File: src/rtl/mem_access_lsu_if.sv
// Request/response data bus between the memory-access stage (master) and memory (slave).
interface mem_access_lsu_if #(
  parameter int ADDR_W = 64,
  parameter int DATA_W = 64
);
  logic              bus_req_valid;
  logic              bus_req_ready;
  logic [ADDR_W-1:0] bus_addr;
  logic              bus_we;
  logic [DATA_W-1:0] bus_wdata;
  logic [7:0]        bus_wmask;
  logic              bus_resp_valid;
  logic [DATA_W-1:0] bus_rdata;

  modport master (
    output bus_req_valid, bus_addr, bus_we, bus_wdata, bus_wmask,
    input  bus_req_ready, bus_resp_valid, bus_rdata
  );

  modport slave (
    input  bus_req_valid, bus_addr, bus_we, bus_wdata, bus_wmask,
    output bus_req_ready, bus_resp_valid, bus_rdata
  );
endinterface

File: src/rtl/mem_access_lsu.sv
// Memory-access stage: one instruction at a time, issues loads/stores on the data bus and
// hands aligned load data to write-back. MEM_ACCESS_LSU_MISALIGN_TRAP_EN adds misalign trapping.
module mem_access_lsu #(
  parameter int ADDR_W = 64,
  parameter int DATA_W = 64
) (
  input  logic              clk,
  input  logic              rst_n,
  input  logic              ex_valid,
  output logic              ex_ready,
  input  logic [63:0]       ex_alu_out,
  input  logic [DATA_W-1:0] ex_store_data,
  input  logic              ex_mem_rd,
  input  logic              ex_mem_wr,
  input  logic [2:0]        ex_funct3,
  input  logic [4:0]        ex_rd,
  input  logic              ex_MemtoReg,
  input  logic              ex_RegWr,
  mem_access_lsu_if.master  bus,
  output logic              wb_valid,
  input  logic              wb_ready,
  output logic [63:0]       alu_out,
  output logic [DATA_W-1:0] mem_data,
  output logic [4:0]        rd,
  output logic              MemtoReg,
  output logic              RegWr
`ifdef MEM_ACCESS_LSU_MISALIGN_TRAP_EN
  ,
  output logic              misalign
`endif
);

  typedef enum logic [1:0] {IDLE, REQ, RESP, HOLD} state_t;
  state_t state;

  logic [2:0]  off_q;
  logic [1:0]  size_q;
  logic        uns_q;
  logic        load_q;

  logic [2:0]  acc_off;
  logic [7:0]  acc_base;
  logic [7:0]  acc_mask;
  logic [63:0] acc_wdata;
  logic        is_mem;
  logic        trap;
  logic        go_bus;

  logic [63:0] ld_shift;
  logic [63:0] ld_data;

  assign ex_ready = (state == IDLE);

  always_comb begin
    acc_off = ex_alu_out[2:0];
    case (ex_funct3[1:0])
      2'd0:    acc_base = 8'h01;
      2'd1:    acc_base = 8'h03;
      2'd2:    acc_base = 8'h0F;
      default: acc_base = 8'hFF;
    endcase
    acc_mask  = acc_base << acc_off;
    acc_wdata = ex_store_data << {acc_off, 3'b000};
    is_mem    = ex_mem_rd || ex_mem_wr;
    trap      = 1'b0;
`ifdef MEM_ACCESS_LSU_MISALIGN_TRAP_EN
    case (ex_funct3[1:0])
      2'd0:    trap = 1'b0;
      2'd1:    trap = is_mem && acc_off[0];
      2'd2:    trap = is_mem && (|acc_off[1:0]);
      default: trap = is_mem && (|acc_off);
    endcase
`endif
    go_bus = is_mem && !trap;
  end

  // Load data: shift the addressed byte down to lane 0, then truncate and extend by size.
  always_comb begin
    ld_shift = bus.bus_rdata >> {off_q, 3'b000};
    case (size_q)
      2'd0:    ld_data = uns_q ? {56'd0, ld_shift[7:0]}  : {{56{ld_shift[7]}},  ld_shift[7:0]};
      2'd1:    ld_data = uns_q ? {48'd0, ld_shift[15:0]} : {{48{ld_shift[15]}}, ld_shift[15:0]};
      2'd2:    ld_data = uns_q ? {32'd0, ld_shift[31:0]} : {{32{ld_shift[31]}}, ld_shift[31:0]};
      default: ld_data = ld_shift;
    endcase
  end

  always_ff @(posedge clk or negedge rst_n) begin
    if (!rst_n) begin
      state             <= IDLE;
      bus.bus_req_valid <= 1'b0;
      bus.bus_addr      <= '0;
      bus.bus_we        <= 1'b0;
      bus.bus_wdata     <= '0;
      bus.bus_wmask     <= '0;
      wb_valid          <= 1'b0;
      alu_out           <= '0;
      mem_data          <= '0;
      rd                <= '0;
      MemtoReg          <= 1'b0;
      RegWr             <= 1'b0;
      off_q             <= '0;
      size_q            <= '0;
      uns_q             <= 1'b0;
      load_q            <= 1'b0;
`ifdef MEM_ACCESS_LSU_MISALIGN_TRAP_EN
      misalign          <= 1'b0;
`endif
    end else begin
      case (state)
        IDLE: begin
          if (ex_valid) begin
            alu_out  <= ex_alu_out;
            rd       <= ex_rd;
            MemtoReg <= ex_MemtoReg;
            RegWr    <= ex_RegWr && !trap;
            off_q    <= acc_off;
            size_q   <= ex_funct3[1:0];
            uns_q    <= ex_funct3[2];
            load_q   <= ex_mem_rd;
            if (go_bus) begin
              state             <= REQ;
              bus.bus_req_valid <= 1'b1;
              bus.bus_addr      <= {ex_alu_out[ADDR_W-1:3], 3'b000};
              bus.bus_we        <= !ex_mem_rd;
              bus.bus_wmask     <= acc_mask;
              bus.bus_wdata     <= ex_mem_rd ? '0 : acc_wdata;
            end else begin
              state    <= HOLD;
              wb_valid <= 1'b1;
              mem_data <= '0;
`ifdef MEM_ACCESS_LSU_MISALIGN_TRAP_EN
              misalign <= trap;
`endif
            end
          end
        end
        REQ: begin
          if (bus.bus_req_ready) begin
            state             <= RESP;
            bus.bus_req_valid <= 1'b0;
          end
        end
        RESP: begin
          if (bus.bus_resp_valid) begin
            state    <= HOLD;
            wb_valid <= 1'b1;
            mem_data <= load_q ? ld_data : '0;
          end
        end
        HOLD: begin
          if (wb_ready) begin
            state    <= IDLE;
            wb_valid <= 1'b0;
`ifdef MEM_ACCESS_LSU_MISALIGN_TRAP_EN
            misalign <= 1'b0;
`endif
          end
        end
        default: state <= IDLE;
      endcase
    end
  end

endmodule

File: src/flat_wrapper.sv
// flat-port wrapper written by rule: the top's interface ports become plain ports
module mem_access_lsu_flat 
#(
  parameter int ADDR_W = 64,
  parameter int DATA_W = 64
)
  (clk, rst_n, ex_valid, ex_ready, ex_alu_out, ex_store_data, ex_mem_rd, ex_mem_wr, ex_funct3, ex_rd, ex_MemtoReg, ex_RegWr, wb_valid, wb_ready, alu_out, mem_data, rd, MemtoReg, RegWr, bus_bus_req_valid, bus_bus_addr, bus_bus_we, bus_bus_wdata, bus_bus_wmask, bus_bus_req_ready, bus_bus_resp_valid, bus_bus_rdata);
  mem_access_lsu_if #(.ADDR_W(ADDR_W), .DATA_W(DATA_W)) bus_i ();
  input  logic clk;
  input  logic rst_n;
  input  logic ex_valid;
  output logic ex_ready;
  input  logic [63:0] ex_alu_out;
  input  logic [DATA_W-1:0] ex_store_data;
  input  logic ex_mem_rd;
  input  logic ex_mem_wr;
  input  logic [2:0] ex_funct3;
  input  logic [4:0] ex_rd;
  input  logic ex_MemtoReg;
  input  logic ex_RegWr;
  output logic wb_valid;
  input  logic wb_ready;
  output logic [63:0] alu_out;
  output logic [DATA_W-1:0] mem_data;
  output logic [4:0] rd;
  output logic MemtoReg;
  output logic RegWr;
  output wire logic [$bits(bus_i.bus_req_valid)-1:0] bus_bus_req_valid;
  output wire logic [$bits(bus_i.bus_addr)-1:0] bus_bus_addr;
  output wire logic [$bits(bus_i.bus_we)-1:0] bus_bus_we;
  output wire logic [$bits(bus_i.bus_wdata)-1:0] bus_bus_wdata;
  output wire logic [$bits(bus_i.bus_wmask)-1:0] bus_bus_wmask;
  input wire logic [$bits(bus_i.bus_req_ready)-1:0] bus_bus_req_ready;
  input wire logic [$bits(bus_i.bus_resp_valid)-1:0] bus_bus_resp_valid;
  input wire logic [$bits(bus_i.bus_rdata)-1:0] bus_bus_rdata;
  assign bus_bus_req_valid = bus_i.bus_req_valid;
  assign bus_bus_addr = bus_i.bus_addr;
  assign bus_bus_we = bus_i.bus_we;
  assign bus_bus_wdata = bus_i.bus_wdata;
  assign bus_bus_wmask = bus_i.bus_wmask;
  assign bus_i.bus_req_ready = bus_bus_req_ready;
  assign bus_i.bus_resp_valid = bus_bus_resp_valid;
  assign bus_i.bus_rdata = bus_bus_rdata;
  mem_access_lsu #(.ADDR_W(ADDR_W), .DATA_W(DATA_W)) u_core (.clk(clk), .rst_n(rst_n), .ex_valid(ex_valid), .ex_ready(ex_ready), .ex_alu_out(ex_alu_out), .ex_store_data(ex_store_data), .ex_mem_rd(ex_mem_rd), .ex_mem_wr(ex_mem_wr), .ex_funct3(ex_funct3), .ex_rd(ex_rd), .ex_MemtoReg(ex_MemtoReg), .ex_RegWr(ex_RegWr), .bus(bus_i), .wb_valid(wb_valid), .wb_ready(wb_ready), .alu_out(alu_out), .mem_data(mem_data), .rd(rd), .MemtoReg(MemtoReg), .RegWr(RegWr));
endmodule
File: config.mk
export PLATFORM = sky130hd
export DESIGN_NAME = mem_access_lsu_flat
export DESIGN_NICKNAME = d
export VERILOG_FILES = /design/src/rtl/mem_access_lsu_if.sv /design/src/rtl/mem_access_lsu.sv /design/src/flat_wrapper.sv
export SDC_FILE = /design/constraint.sdc
export NUM_CORES = 1
export LEC_CHECK = 0
export CAP_MARGIN = 20
export CORE_AREA = 2 2 186 188
export CTS_BUF_LIST = sky130_fd_sc_hd__clkbuf_16
export DETAILED_ROUTE_END_ITERATION = 10
export DIE_AREA = 0 0 188 190
export MAX_ROUTING_LAYER = met4
export PLACE_DENSITY_LB_ADDON = 0.08
export RECOVER_POWER = 100
export SYNTH_ARGS = -nofsm -noshare
export SYNTH_HDL_FRONTEND = slang
export SYNTH_SLANG_ARGS = --single-unit
File: constraint.sdc
create_clock -name clk -period 3.35 [get_ports clk]
set_input_delay 1.005 -clock clk [delete_from_list [all_inputs] [get_ports clk]]
set_output_delay 1.005 -clock clk [all_outputs]
set_load 0.05 [all_outputs]
==> out/metrics.csv <==
stage;metric;value;unit
finish;clock network area share;0.04719;
synthesis;count of instantiated cells in the yosys netlist;1215;
synthesis;and+or+nand+nor area frac;0.07568;
final_timing;final count of hold timing violations;0;
status;failing checks;max-capacitance violations, max-slew violations;
cts;post-cts hold buffer count;0;
final_timing;Max Transition Viols Final;73;
finish;synth-to-layout area growth;44.00;%
cts;cts repair resizes;0;
cts;clock sinks;277;
final_timing;clock tree skew after final layout;0.01486;ns
status;result of the run;complete, but fails checks;
setup_path;worst reg2reg path depth;9;
worst_hold_path;Worst Min Path Start;u_core.mem_data[15];
worst_hold_path;end of the worst hold path;u_core.mem_data[15];
synthesis;count of different cell masters after synthesis;57;
run;max cap viols;1;
place;count of buffers from port buffering;481;
final_timing;Final Cycle Share;0.9457;
place;pre-CTS setup slack;0.1046;ns
place;sum of net half-perimeters after detailed placement;35120;um
finish;Fillers;2885;
synthesis;area of the synthesized netlist per yosys stat;0.01394;mm2
die;row count;68;
synthesis;post-synthesis adder-cell area fraction;0.003591;
setup_path;buffers and inverters on the worst path;2;
Met2 routing:
Scale bar: 50 um.
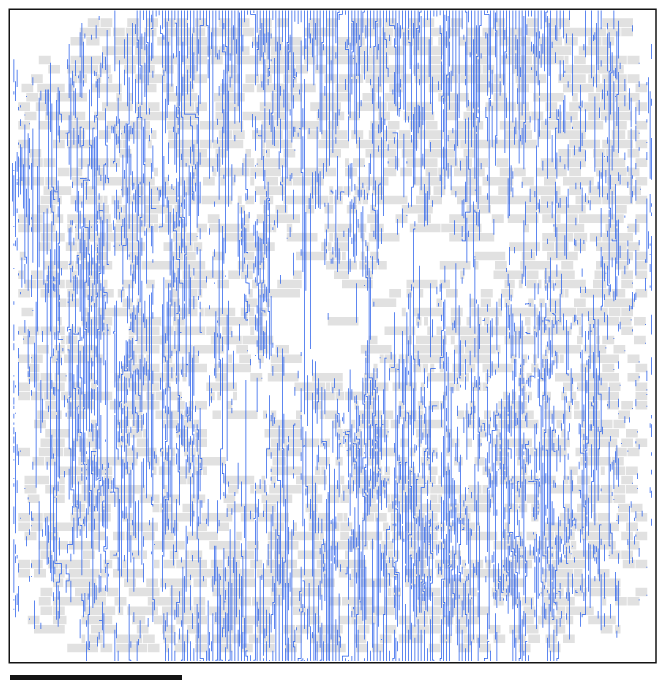
longest straight run: 97.6 um
nets with wire on the layer: 1664
share of all routed wire: 49%
main direction: vertical
met2 Use GR: 0.4444
final routed wirelength across all metal layers: 46990 um

Metal 3:
Scale bar: 50 um.
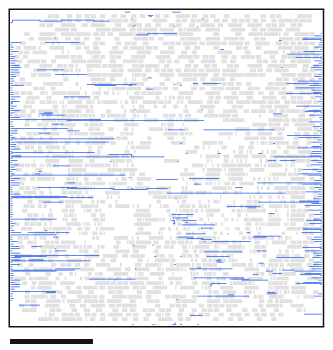
wire length on this layer: 3060 um
nets with wire on the layer: 309
longest straight run: 82.1 um
main direction: horizontal
global-route met3 utilization: 0.05091
count of vias placed by the detailed router: 11700

Track usage over the die:
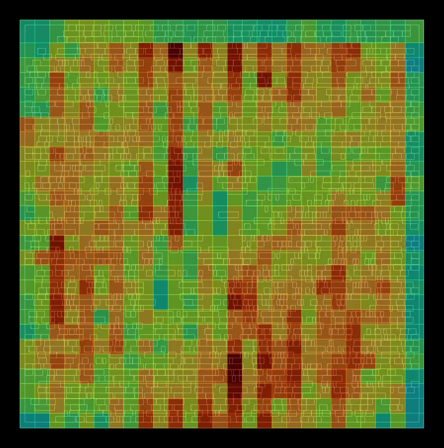
final cell utilization of the core: 0.5912
global-route usage over all layers: 0.2675
mean routed wirelength per cell: 21.85 um
met1 routing resource usage after global routing: 0.3307

M1 wires:
Scale bar: 50 um.
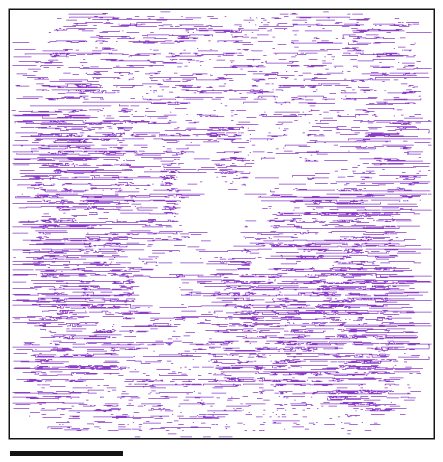
share of all routed wire: 41%
longest straight run: 49.2 um
main direction: horizontal
nets with wire on the layer: 1654

